--- config.mk ---
export PLATFORM = sky130hd
export DESIGN_NAME = fetch_unit_flat
export DESIGN_NICKNAME = d
export VERILOG_FILES = /design/src/rtl/fetch_pkg.sv /design/src/rtl/fetch_unit_if.sv /design/src/rtl/pldff.sv /design/src/rtl/sat_counter.sv /design/src/rtl/fetch_unit.sv /design/src/flat_wrapper.sv
export SDC_FILE = /design/constraint.sdc
export NUM_CORES = 1
export LEC_CHECK = 0
export ABC_AREA = 1
export CAP_MARGIN = 30
export CORE_MARGIN = 2
export CORE_UTILIZATION = 50
export CTS_BUF_LIST = sky130_fd_sc_hd__clkbuf_2
export DETAILED_ROUTE_END_ITERATION = 8
export GPL_TIMING_DRIVEN = 0
export PLACE_DENSITY = 0.93
export REMOVE_ABC_BUFFERS = 1
export SYNTH_ARGS = -nofsm -noshare
export SYNTH_HDL_FRONTEND = slang
export SYNTH_SLANG_ARGS = --single-unit
--- constraint.sdc ---
create_clock -name clk -period 2.8 [get_ports clk]
set_input_delay 0.56 -clock clk [delete_from_list [all_inputs] [get_ports clk]]
set_output_delay 0.56 -clock clk [all_outputs]
set_load 0.01 [all_outputs]
--- src/rtl/fetch_pkg.sv ---
// Shared fetch-stage definitions: NOP/HALT encodings, FSM state type, PC helper.
// Latency: n/a (declarations only).
// Backpressure: n/a.
package fetch_pkg;

  localparam logic [15:0] FETCH_NOP_INSTR = 16'h4000;
  localparam logic [3:0]  FETCH_HALT_OP   = 4'hF;

  typedef enum logic [1:0] {
    ST_FETCH    = 2'd0,
    ST_WAIT_MEM = 2'd1,
    ST_HALTED   = 2'd2
  } fetch_state_e;

  // Sequential PC step; 16-bit wrap from 16'hFFFE to 16'h0000 is intended.
  function automatic logic [15:0] pc_inc(input logic [15:0] pc);
    return pc + 16'd2;
  endfunction

endpackage

--- src/rtl/fetch_unit_if.sv ---
// Fetch-stage bus: I-cache request/response, ID redirect, hazard stall, IF/ID outputs.
// Latency: n/a (wiring only).
// Backpressure: stall_in holds the fetch stage; imem_rdy low stretches a request.
interface fetch_unit_if;
  logic        stall_in;
  logic        br_taken;
  logic [15:0] br_target;
  logic        imem_req;
  logic [15:0] imem_addr;
  logic        imem_rdy;
  logic [15:0] imem_data;
  logic [15:0] IF_pc;
  logic [15:0] IF_instr;
  logic        IF_valid;
  logic [15:0] fetch_miss_cnt;
  logic [15:0] fetch_instr_cnt;

  // Fetch unit side.
  modport master (
    input  stall_in, br_taken, br_target, imem_rdy, imem_data,
    output imem_req, imem_addr, IF_pc, IF_instr, IF_valid,
    output fetch_miss_cnt, fetch_instr_cnt
  );

  // Environment side (cache, ID, hazard unit, IF/ID register).
  modport slave (
    output stall_in, br_taken, br_target, imem_rdy, imem_data,
    input  imem_req, imem_addr, IF_pc, IF_instr, IF_valid,
    input  fetch_miss_cnt, fetch_instr_cnt
  );
endinterface

--- src/rtl/pldff.sv ---
// Write-enabled pipeline flop with synchronous active-high reset to RESET_VAL.
// Latency: 1 cycle from i_d to o_q when i_en is high.
// Backpressure: i_en low holds the current value.
module pldff #(
  parameter int unsigned     WIDTH     = 16,
  parameter logic [WIDTH-1:0] RESET_VAL = '0
) (
  input  logic             clk,
  input  logic             rst,
  input  logic             i_en,
  input  logic [WIDTH-1:0] i_d,
  output logic [WIDTH-1:0] o_q
);

  logic [WIDTH-1:0] r_q;

  // Load on enable, reset wins.
  always_ff @(posedge clk) begin
    if (rst)       r_q <= RESET_VAL;
    else if (i_en) r_q <= i_d;
  end

  assign o_q = r_q;

endmodule

--- src/rtl/sat_counter.sv ---
// Generic saturating up-counter, cleared by synchronous active-high reset.
// Latency: count visible 1 cycle after the i_inc cycle.
// Backpressure: none; sticks at all-ones instead of wrapping.
module sat_counter #(
  parameter int unsigned WIDTH = 16
) (
  input  logic             clk,
  input  logic             rst,
  input  logic             i_inc,
  output logic [WIDTH-1:0] o_cnt
);

  logic [WIDTH-1:0] r_cnt;

  // Increment until all-ones, then hold.
  always_ff @(posedge clk) begin
    if (rst)                          r_cnt <= '0;
    else if (i_inc && (r_cnt != '1))  r_cnt <= r_cnt + 1'b1;
  end

  assign o_cnt = r_cnt;

endmodule

--- src/rtl/fetch_unit.sv ---
// Instruction fetch: owns the PC, drives the I-cache, feeds IF/ID; perf counters under FETCH_PERF_CNT_EN.
// Latency: zero-cycle hit (imem_data to IF_instr combinationally); misses insert bubbles.
// Backpressure: stall_in holds PC and output; misses park in WAIT_MEM, redirects there are queued.
module fetch_unit
  import fetch_pkg::*;
#(
  parameter logic [15:0] RESET_PC  = 16'h0000,
  parameter logic [15:0] NOP_INSTR = FETCH_NOP_INSTR,
  parameter logic [3:0]  HALT_OP   = FETCH_HALT_OP
) (
  input logic         clk,
  input logic         rst,
  fetch_unit_if.master bus
);

  logic [15:0]  r_pc;
  logic [15:0]  r_pend_target;
  logic [1:0]   r_state;
  logic         r_pend_valid;

  logic [15:0]  w_pc_d;
  logic         w_pc_en;
  logic [15:0]  w_pend_target_d;
  logic         w_pend_target_en;
  logic [1:0]   w_state_d;
  logic         w_state_en;
  logic         w_pend_valid_d;

  logic         w_req;
  logic         w_deliver;
  logic         w_out_valid;
  logic         w_redirect;
  logic         w_halt_op;
  logic [15:0]  w_pc_plus2;
  fetch_state_e w_state;

  assign w_state    = fetch_state_e'(r_state);
  assign w_pc_plus2 = pc_inc(r_pc);
  // A stalled ID re-presents its branch later, so only unstalled redirects count.
  assign w_redirect = bus.br_taken & ~bus.stall_in;
  assign w_halt_op  = (bus.imem_data[15:12] == HALT_OP);

  pldff #(.WIDTH(16), .RESET_VAL(RESET_PC)) u_pc (
    .clk (clk), .rst (rst), .i_en (w_pc_en), .i_d (w_pc_d), .o_q (r_pc)
  );

  pldff #(.WIDTH(16), .RESET_VAL(16'h0000)) u_pend_target (
    .clk (clk), .rst (rst), .i_en (w_pend_target_en), .i_d (w_pend_target_d), .o_q (r_pend_target)
  );

  pldff #(.WIDTH(2), .RESET_VAL(ST_FETCH)) u_state (
    .clk (clk), .rst (rst), .i_en (w_state_en), .i_d (w_state_d), .o_q (r_state)
  );

  // Pending-redirect flag for branches that resolve while a miss is outstanding.
  always_ff @(posedge clk) begin
    if (rst) r_pend_valid <= 1'b0;
    else     r_pend_valid <= w_pend_valid_d;
  end

  // Next-state, next-PC and pending-redirect decisions.
  always_comb begin
    w_pc_en          = 1'b0;
    w_pc_d           = r_pc;
    w_state_en       = 1'b0;
    w_state_d        = r_state;
    w_pend_target_en = 1'b0;
    w_pend_target_d  = bus.br_target;
    w_pend_valid_d   = r_pend_valid;
    w_req            = 1'b0;
    w_deliver        = 1'b0;

    case (w_state)
      ST_FETCH: begin
        w_req = 1'b1;
        if (bus.imem_rdy) begin
          w_deliver = 1'b1;
        end else begin
          w_state_en = 1'b1;
          w_state_d  = ST_WAIT_MEM;
          // The miss cannot be cancelled, so a same-cycle redirect is queued.
          if (w_redirect) begin
            w_pend_target_en = 1'b1;
            w_pend_valid_d   = 1'b1;
          end
        end
      end

      ST_WAIT_MEM: begin
        w_req = 1'b1;
        if (bus.imem_rdy) begin
          w_state_en = 1'b1;
          w_state_d  = ST_FETCH;
          if (w_redirect) begin
            // Fresh redirect beats both the returned word and any queued target.
            w_pc_en        = 1'b1;
            w_pc_d         = bus.br_target;
            w_pend_valid_d = 1'b0;
          end else if (r_pend_valid) begin
            w_pc_en        = 1'b1;
            w_pc_d         = r_pend_target;
            w_pend_valid_d = 1'b0;
          end else begin
            w_deliver = 1'b1;
          end
        end else if (w_redirect) begin
          // Later redirects overwrite earlier ones.
          w_pend_target_en = 1'b1;
          w_pend_valid_d   = 1'b1;
        end
      end

      ST_HALTED: begin
        // Only a taken branch can leave HALTED: the HLT was on the wrong path.
        if (w_redirect) begin
          w_pc_en    = 1'b1;
          w_pc_d     = bus.br_target;
          w_state_en = 1'b1;
          w_state_d  = ST_FETCH;
        end
      end

      default: begin
        w_state_en = 1'b1;
        w_state_d  = ST_FETCH;
      end
    endcase

    // Next-PC for a delivered word; a stall holds everything.
    if (w_deliver && !bus.stall_in) begin
      if (bus.br_taken) begin
        w_pc_en = 1'b1;
        w_pc_d  = bus.br_target;
      end else if (w_halt_op) begin
        w_state_en = 1'b1;
        w_state_d  = ST_HALTED;
      end else begin
        w_pc_en = 1'b1;
        w_pc_d  = w_pc_plus2;
      end
    end
  end

  // Outputs are bubbles while reset is held so the cache sees no request.
  assign w_out_valid   = w_deliver & ~rst;
  assign bus.imem_req  = w_req & ~rst;
  assign bus.imem_addr = r_pc;
  assign bus.IF_valid  = w_out_valid;
  assign bus.IF_instr  = w_out_valid ? bus.imem_data : NOP_INSTR;
  assign bus.IF_pc     = w_out_valid ? w_pc_plus2 : 16'h0000;

`ifdef FETCH_PERF_CNT_EN
  logic [15:0] w_miss_cnt;
  logic [15:0] w_instr_cnt;

  sat_counter #(.WIDTH(16)) u_miss_cnt (
    .clk (clk), .rst (rst), .i_inc (w_state == ST_WAIT_MEM), .o_cnt (w_miss_cnt)
  );

  sat_counter #(.WIDTH(16)) u_instr_cnt (
    .clk (clk), .rst (rst), .i_inc (w_out_valid & ~bus.stall_in), .o_cnt (w_instr_cnt)
  );

  assign bus.fetch_miss_cnt  = w_miss_cnt;
  assign bus.fetch_instr_cnt = w_instr_cnt;
`else
  assign bus.fetch_miss_cnt  = 16'h0000;
  assign bus.fetch_instr_cnt = 16'h0000;
`endif

endmodule

--- src/flat_wrapper.sv ---
// flat-port wrapper written by rule: the top's interface ports become plain ports
module fetch_unit_flat import fetch_pkg::*;
#(
  parameter logic [15:0] RESET_PC  = 16'h0000,
  parameter logic [15:0] NOP_INSTR = FETCH_NOP_INSTR,
  parameter logic [3:0]  HALT_OP   = FETCH_HALT_OP
)
  (clk, rst, bus_stall_in, bus_br_taken, bus_br_target, bus_imem_rdy, bus_imem_data, bus_imem_req, bus_imem_addr, bus_IF_pc, bus_IF_instr, bus_IF_valid, bus_fetch_miss_cnt, bus_fetch_instr_cnt);
  fetch_unit_if bus_i ();
  input logic clk;
  input logic rst;
  input wire logic [$bits(bus_i.stall_in)-1:0] bus_stall_in;
  input wire logic [$bits(bus_i.br_taken)-1:0] bus_br_taken;
  input wire logic [$bits(bus_i.br_target)-1:0] bus_br_target;
  input wire logic [$bits(bus_i.imem_rdy)-1:0] bus_imem_rdy;
  input wire logic [$bits(bus_i.imem_data)-1:0] bus_imem_data;
  output wire logic [$bits(bus_i.imem_req)-1:0] bus_imem_req;
  output wire logic [$bits(bus_i.imem_addr)-1:0] bus_imem_addr;
  output wire logic [$bits(bus_i.IF_pc)-1:0] bus_IF_pc;
  output wire logic [$bits(bus_i.IF_instr)-1:0] bus_IF_instr;
  output wire logic [$bits(bus_i.IF_valid)-1:0] bus_IF_valid;
  output wire logic [$bits(bus_i.fetch_miss_cnt)-1:0] bus_fetch_miss_cnt;
  output wire logic [$bits(bus_i.fetch_instr_cnt)-1:0] bus_fetch_instr_cnt;
  assign bus_i.stall_in = bus_stall_in;
  assign bus_i.br_taken = bus_br_taken;
  assign bus_i.br_target = bus_br_target;
  assign bus_i.imem_rdy = bus_imem_rdy;
  assign bus_i.imem_data = bus_imem_data;
  assign bus_imem_req = bus_i.imem_req;
  assign bus_imem_addr = bus_i.imem_addr;
  assign bus_IF_pc = bus_i.IF_pc;
  assign bus_IF_instr = bus_i.IF_instr;
  assign bus_IF_valid = bus_i.IF_valid;
  assign bus_fetch_miss_cnt = bus_i.fetch_miss_cnt;
  assign bus_fetch_instr_cnt = bus_i.fetch_instr_cnt;
  fetch_unit #(.RESET_PC(RESET_PC), .NOP_INSTR(NOP_INSTR), .HALT_OP(HALT_OP)) u_core (.clk(clk), .rst(rst), .bus(bus_i));
endmodule
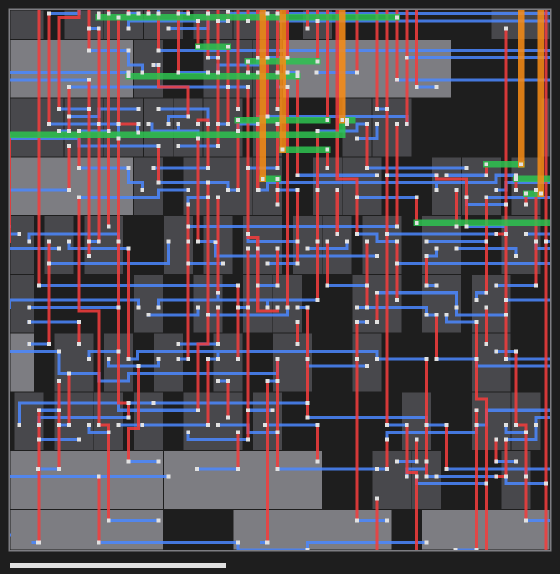
Fig. 1. Layout detail.
Bar = 10 um. Region (9, 9) to (34, 34) um. Cells in gray, sequential cells in the stronger gray; small squares are vias.
legend:
  M3:
    color: green
  M1:
    color: blue
  M2:
    color: red
  M4:
    color: orange
most frequent: nand2_1 (26), a21oi_1 (8), dfxtp_1 (7)
cells with their middle in the window: 66
sequential cells in the window: 8
netlist names of flops here include: `u_core.u_pend_target.o_q` (7), `u_core.u_pc.o_q` (1)

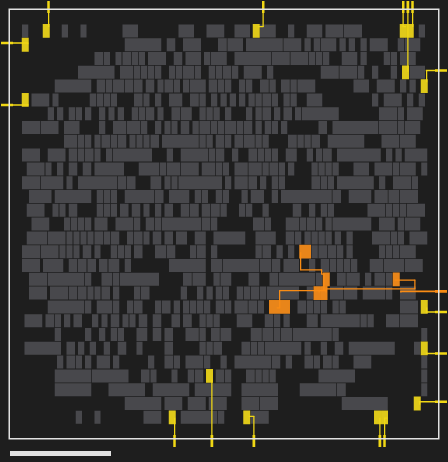
Fig. 2. Nets reached from selected ports.
Bar = 20 um.
legend:
  `bus_fetch_miss_cnt`:
    color: yellow
    bits: 16
    direction: output
    end_cells: 16
    buffers: 0
    wire: 71.4 um
  `bus_imem_rdy`:
    color: orange
    bits: 1
    direction: input
    end_cells: 6
    buffers: 1
    wire: 56.5 um

stage by stage:
| stage | cells | setup TNS [ps] | worst slack (ps) | util |
|---|---|---|---|---|
| 2_1_floorplan | 549 | 0 | 141 | - |
| 3_3_place_gp | 712 | -47360 | -1570 | 0.626 |
| 3_5_place_dp | 713 | -38410 | -1240 | 0.630 |
| 4_1_cts | 728 | 0 | 4.56 | 0.652 |
| 5_1_grt | 732 | -98.0 | -98.0 | 0.670 |
| 6_report | 732 | 0 | 33.4 | 0.670 |
worst max-delay path, delay by kind of cell (launching register included):
family / cells / cell delay [ps]
AND/OR/NAND/NOR: 6 / 800
buffers and inverters: 1 / 540
flip-flops: 1 / 440
layout by cell type, fill, tap and decap left out, drive strengths merged, types with 11 or more instances in the layout:
cell | synthesis | final
nor2 | 73 | 73
conb | 1 | 32
clkdlybuf4s50 | 0 | 53
inv | 69 | 68
nand2 | 188 | 188
dlygate4sd2 | 0 | 26
o21ai | 26 | 26
nand3 | 48 | 48
nand4 | 16 | 16
buf | 45 | 11
a21oi | 37 | 37
dfxtp | 35 | 35
layout make-up:
class | count | area [um^2]
tap | 77 | 96.3
multi-input combinational | 444 | 2140
fill | 603 | 2080
timing repair buffer | 98 | 967
sequential | 35 | 717
inverter | 70 | 274
clock inverter | 1 | 5.00
clock buffer | 7 | 35.0
report_power, final:
group / internal (uW) / switching [uW]
Combinational: 220 / 316
Clock: 68.1 / 181
Sequential: 532 / 43.3
Total: 821 / 540
per-layer routing:
metal  global-route usage  up-vias  share of wire
li1                     -     1903              -
met1                0.346     1750           0.39
met2                0.462      276           0.46
met3               0.0531       45           0.10
met4                0.147        0          0.050
met5                    0        -              0
cells by family after synthesis:
logic type	count (synthesis)
other	1
flip-flops	35
adder cells (fa/ha/maj)	5
XOR/XNOR	2
buffers and inverters	124
AND-OR/OR-AND	75
AND/OR/NAND/NOR	330
how the worst max path moves through the flow:
stage | endpoint | cells past startpoint
after floorplan | bus_IF_instr[14] | 8
after global placement | bus_IF_instr[14] | 5
after detailed placement | bus_IF_instr[14] | 6
after CTS | bus_IF_pc[6] | 7
after global routing | bus_IF_pc[12] | 7
final | bus_IF_pc[12] | 7
state kept, by name, summed over array words and instances (netlist names):
signal	flops
u_core.r_pend_valid	1
u_core.u_pc.o_q	16
u_core.u_pend_target.o_q	16
u_core.u_state.o_q	2
what timing repair did:
| action | 4_1_cts | 5_1_grt |
|---|---|---|
| cloned | 0 | 1 |
| buffers inserted | 7 | 3 |
| pin swaps | 1 | 2 |
| endpoints found under the setup margin | 33 | 11 |
| gates resized | 57 | 20 |
==> results.sh <==
# flow metrics
export IMPL_avgSynthCellArea_um2=5.65
export IMPL_cp_max_fo=5
export IMPL_ys_sh_simple=0.440
export IMPL_dpl_hpwl_um=7470
export IMPL_setup_viol=0
export IMPL_synth_cellmix_compoundShare=0.127
export IMPL_avgViaCountPerCell=5.43
export IMPL_path_clk_slew_ps=220
export IMPL_p_leak_uw=0.00209
export IMPL_wl_um=10300
export IMPL_grt_pass1_vias=3633
export IMPL_fin_area_um2=4230
export IMPL_postSynthCellCount=572
export IMPL_chipArea_um2=7120
export IMPL_netlist_area_um2=3230
export IMPL_ys_chip_area_um2=3230
export IMPL_grt_max_degree=27
export IMPL_synthToLayoutAreaGrowth_pct=31.0
export IMPL_yosysWarnings=0
export IMPL_root_buffer="clkbuf_2"
export IMPL_rows=29
export IMPL_startpoint_type="register"
export IMPL_whs_endpoint="u_core.u_pend_target.o_q[12]"
export IMPL_rsz0062_at_grt="true"
export IMPL_die_w_um=84.4
export IMPL_ys_seq_frac=0.217
export IMPL_skew_ps=33.9
export IMPL_warnings=29
export IMPL_holdBufCountCts=0
export IMPL_nets=696
export IMPL_cp_data_arrival_time_ps=2210
export IMPL_ios=119
export IMPL_layout_drive_gt1_share=0.102
export IMPL_die_y_um=84.4
export IMPL_r2r_slack_ps=590
export IMPL_fp_util=0.511
export IMPL_yosys_top_cells_count="nand2_1 (183), nor2_1 (70), inv_1 (63)"
export IMPL_cts_made_buffers=5
export IMPL_cts_tree="built"
export IMPL_avgRoutedWirePerCell_um=14.0
export IMPL_hp_start="u_core.u_pend_target.o_q[12]"
export IMPL_yosysUniqueCellTypes=36
export IMPL_placed_area_um2=3980
export IMPL_port_buffers=86
export IMPL_clk_latency_ps=420
export IMPL_first_iter_violations=395
export IMPL_cts_max_level=2
export IMPL_reg2reg_depth=12
export IMPL_crit_required_ps=2240
export IMPL_hold_ws_ps=481
export IMPL_overflow=0
export IMPL_path_cells="nand2_1 > nor2_2 > nand3_1 > nand2_1 > nand2_1 > nor2_1 > clkdlybuf4s50_1"
export IMPL_crit_start="u_core.u_pc.o_q[4]"
export IMPL_hold_viol=0
export IMPL_cpMaxStageDelayCell="clkdlybuf4s50_1"
export IMPL_synth_main_ff_cell="dfxtp_1"
export IMPL_fmax_mhz=361
export IMPL_first_pass_iters=6
export IMPL_slew_viol_final=0
export IMPL_ys_cells=572
export IMPL_vdd_drop_max_uv=223
export IMPL_power_density_nw_per_um2=322
export IMPL_n_antenna_cell=0
export IMPL_ys_top_cells_by_area="dfxtp_1 (22%), nand2_1 (21%), buf_4 (8.1%), nor2_1 (8.1%), inv_1 (7.3%)"
export IMPL_hold_path_class="register to register"
export IMPL_status="complete, no violations"
export IMPL_hold_depth=2
export IMPL_mux_share=0
export IMPL_logic_family="simple AND/OR/NAND/NOR gates"
export IMPL_grt_pass1_wl_um=16500
export IMPL_top_cell_area_share=0.217
export IMPL_grt_use_total=0.280
export IMPL_synthAdderAreaFrac=0.0194
export IMPL_fin_crit_sh=0.988
export IMPL_drtAntennaViolNets=0
